**config.mk**
```make
export PLATFORM = sky130hd
export DESIGN_NAME = cc_speedcounter
export DESIGN_NICKNAME = d
export VERILOG_FILES = /design/src/rtl/cc_speed_pkg.sv /design/src/rtl/cc_speedlevel_fsm.sv /design/src/rtl/cc_speedcounter.sv
export SDC_FILE = /design/constraint.sdc
export NUM_CORES = 1
export LEC_CHECK = 0
export CAP_MARGIN = 10
export CORE_MARGIN = 2
export CORE_UTILIZATION = 54
export CTS_BUF_LIST = sky130_fd_sc_hd__clkbuf_4 sky130_fd_sc_hd__clkbuf_8
export DETAILED_ROUTE_END_ITERATION = 6
export PLACE_DENSITY = 0.86
export SLEW_MARGIN = 40
export SYNTH_ARGS = -nofsm -noshare
export SYNTH_HDL_FRONTEND = slang
export SYNTH_SLANG_ARGS = --single-unit
```
**constraint.sdc**
```tcl
create_clock -name CC_SPEEDCOUNTER_CLOCK_50 -period 2.77 [get_ports CC_SPEEDCOUNTER_CLOCK_50]
set_input_delay 0.4155 -clock CC_SPEEDCOUNTER_CLOCK_50 [delete_from_list [all_inputs] [get_ports CC_SPEEDCOUNTER_CLOCK_50]]
set_output_delay 0.4155 -clock CC_SPEEDCOUNTER_CLOCK_50 [all_outputs]
set_load 0.02 [all_outputs]
```
**src/rtl/cc_speed_pkg.sv**
```systemverilog
// Shared definitions for the speed counter and the downstream comparator:
// level encoding, default data width and the all-ones period endpoint.
package cc_speed_pkg;

   localparam int SPEEDCOUNTER_DATAWIDTH_DEF = 25;

   localparam logic [1:0] LVL0 = 2'd0;
   localparam logic [1:0] LVL1 = 2'd1;
   localparam logic [1:0] LVL2 = 2'd2;
   localparam logic [1:0] LVL3 = 2'd3;

   typedef enum logic [1:0] {
      ST_LVL0 = LVL0,
      ST_LVL1 = LVL1,
      ST_LVL2 = LVL2,
      ST_LVL3 = LVL3
   } lvl_state_e;

   // All-ones value of a w-bit bus; callers slice to their own width.
   function automatic logic [63:0] cc_max(input int w);
      return (64'd1 << w) - 64'd1;
   endfunction

endpackage

```
**src/rtl/cc_speedlevel_fsm.sv**
```systemverilog
// Four-level speed FSM: each cycle levelup_i is high advances one level,
// saturating at LVL3. Only reset returns it to LVL0.
module cc_speedlevel_fsm
   import cc_speed_pkg::*;
(
   input  logic       clk_i,
   input  logic       rst_ni,
   input  logic       levelup_i,
   output logic [1:0] level_o
);

   lvl_state_e state_q;

   always_ff @(posedge clk_i) begin
      if (!rst_ni) begin
         state_q <= ST_LVL0;
      end else if (levelup_i) begin
         case (state_q)
            ST_LVL0: state_q <= ST_LVL1;
            ST_LVL1: state_q <= ST_LVL2;
            ST_LVL2: state_q <= ST_LVL3;
            default: state_q <= ST_LVL3;
         endcase
      end
   end

   assign level_o = state_q;

endmodule

```
**src/rtl/cc_speedcounter.sv**
```systemverilog
// Free-running period counter stepping by 1 << level; always lands on all-ones
// for exactly one cycle per period so a downstream all-ones compare fires once.
module cc_speedcounter
   import cc_speed_pkg::*;
#(
   parameter int SPEEDCOUNTER_DATAWIDTH = SPEEDCOUNTER_DATAWIDTH_DEF,
   parameter int SPEEDCOUNTER_LEVELS    = 4
) (
   input  logic                              CC_SPEEDCOUNTER_CLOCK_50,
   input  logic                              CC_SPEEDCOUNTER_RESET_InLow,
   input  logic                              CC_SPEEDCOUNTER_clear_InHigh,
   input  logic                              CC_SPEEDCOUNTER_pause_InHigh,
   input  logic                              CC_SPEEDCOUNTER_levelup_InHigh,
   output logic [SPEEDCOUNTER_DATAWIDTH-1:0] CC_SPEEDCOUNTER_data_OutBUS,
   output logic [1:0]                        CC_SPEEDCOUNTER_level_OutBUS
);

   localparam int DW = SPEEDCOUNTER_DATAWIDTH;
   localparam int LW = $clog2(SPEEDCOUNTER_LEVELS);
   localparam logic [63:0]   MAX64 = cc_max(DW);
   localparam logic [DW-1:0] MAX   = MAX64[DW-1:0];

   logic [LW-1:0] level;
   logic [DW-1:0] cnt_q, cnt_d;
   logic [DW-1:0] step, remain;

   cc_speedlevel_fsm u_level (
      .clk_i     (CC_SPEEDCOUNTER_CLOCK_50),
      .rst_ni    (CC_SPEEDCOUNTER_RESET_InLow),
      .levelup_i (CC_SPEEDCOUNTER_levelup_InHigh),
      .level_o   (level)
   );

   // The step uses the level register value, so a levelup sampled this edge
   // only affects the count from the following edge.
   always_comb begin
      step   = {{(DW-1){1'b0}}, 1'b1} << level;
      remain = MAX - cnt_q;
      cnt_d  = cnt_q;
      if (CC_SPEEDCOUNTER_clear_InHigh)      cnt_d = '0;
      else if (CC_SPEEDCOUNTER_pause_InHigh) cnt_d = cnt_q;
      else if (cnt_q == MAX)                 cnt_d = '0;
      else if (remain <= step)               cnt_d = MAX;
      else                                   cnt_d = cnt_q + step;
   end

   always_ff @(posedge CC_SPEEDCOUNTER_CLOCK_50) begin
      if (!CC_SPEEDCOUNTER_RESET_InLow) cnt_q <= '0;
      else                              cnt_q <= cnt_d;
   end

   assign CC_SPEEDCOUNTER_data_OutBUS  = cnt_q;
   assign CC_SPEEDCOUNTER_level_OutBUS = level;

endmodule

```
==> images/wire_density.png <==
Drawn at 6 px/um. 12 x 12 tiles, from dark blue (low) to red (high), scaled to the fullest tile. Values are wire area over tile area, all layers added.
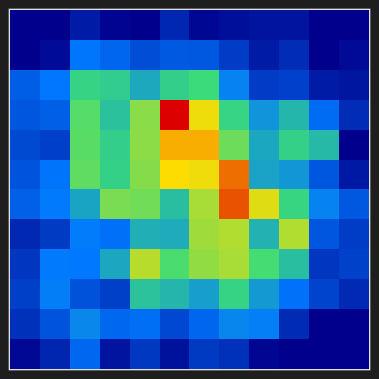
emptiest ninth of the die: north-east
fullest tile: 0.65
tiles over half the peak: 19%
nearly empty tiles: 12%
densest ninth of the die: center

==> images/pins.png <==
Drawn at 8 px/um. Pins as bars across the die edge, other pins in gray.
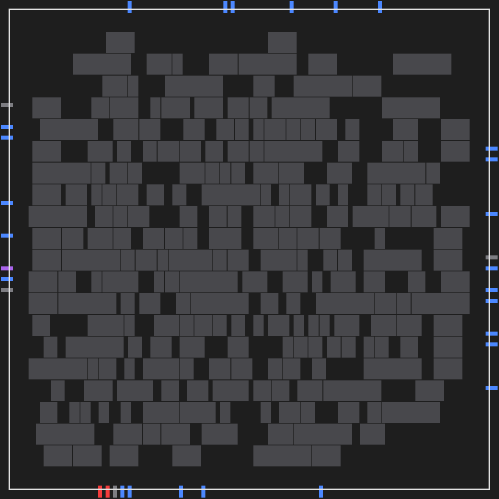
[`CC_SPEEDCOUNTER_clear_InHigh`] purple | pins: 1 | direction: input | edge: west
[`CC_SPEEDCOUNTER_level_OutBUS`] red | pins: 2 | direction: output | edge: south
[`CC_SPEEDCOUNTER_data_OutBUS`] blue | pins: 25 | direction: output | edge: 9 east, 6 north, 5 south, 5 west

==> images/met2.png <==
Drawn at 8 px/um. Cells faint in the background.
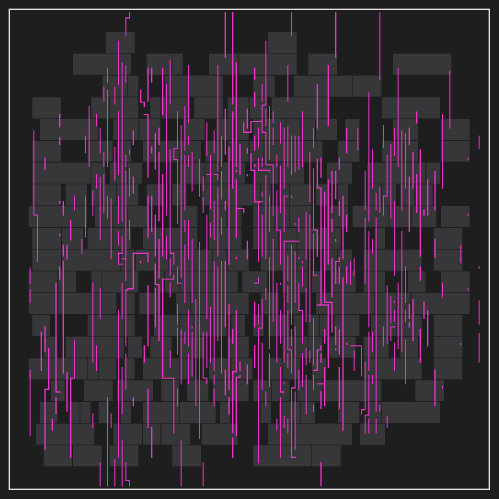
longest straight run: 24.5 um
wire length on this layer: 1,860 um
vias post-DR: 1,715
met2 Track Usage GR: 38.20%

==> images/final_congestion.png <==
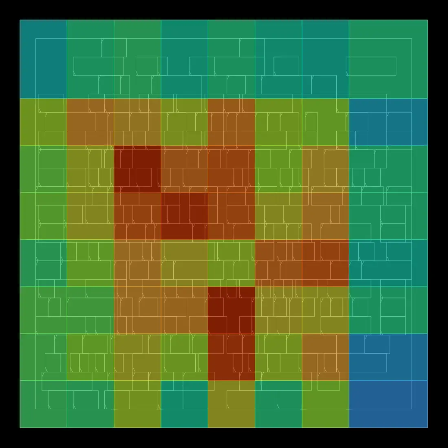
met1 Usage GRT: 34.89%
wire per inst: 15.19 um
grt peak-use layer: met2
All-Layer GR Usage: 24.56%

==> results.json <==
{
  "synth_nets": 217,
  "met2WireLength_um": 1856,
  "syn_avg_cell_area_um2": 8.290,
  "synth-edff-count": 0,
  "xor_share_pct": 1.041,
  "place_area_mm2": 0.002041,
  "drcViolationCount": 0,
  "met1_length_um": 1904,
  "cts_setup_buffers": 0,
  "common_cells": "dfxtp_1, o21ai_0, a22o_1",
  "bufAreaShareNonClock_pct": 17.16,
  "grt_pass1_vias": 1509,
  "required_ps": 3040,
  "io_pins": 32,
  "worst_path_dominant_cell_family": "simple AND/OR/NAND/NOR gates",
  "start_kind": "flop",
  "std_cell_rows": 20,
  "status": "complete, no violations",
  "n_antenna_cell": 0,
  "critPathArrivalTime_ps": 2920,
  "drv_cap": 0,
  "cts.path.max_buffers": 2,
  "root_buffer": "clkbuf_4",
  "top_cells_by_area": "dfxtp_1, a22o_1, o21ai_0, ha_1, a21o_1",
  "startpoint": "CC_SPEEDCOUNTER_data_OutBUS[7]",
  "clkPwrFrac_pct": 28.0,
  "ant_nets": 0,
  "clock_area_share_pct": 1.450,
  "numSynthFlops": 27,
  "logic_gate_count": 157,
  "hold_end": "CC_SPEEDCOUNTER_data_OutBUS[22]",
  "gr-total-overflow": 0,
  "dr.pass1.iters": 4,
  "switching_share_pct": 27.33,
  "die_w_um": 59.83,
  "dominant_cells": "logic gates",
  "syn-instance-count": 203,
  "synthesis.area_mm2": 0.001683,
  "cts_tree": "built",
  "crit_type": "reg -> reg",
  "synthToLayoutAreaGrowth_pct": 23.05
}
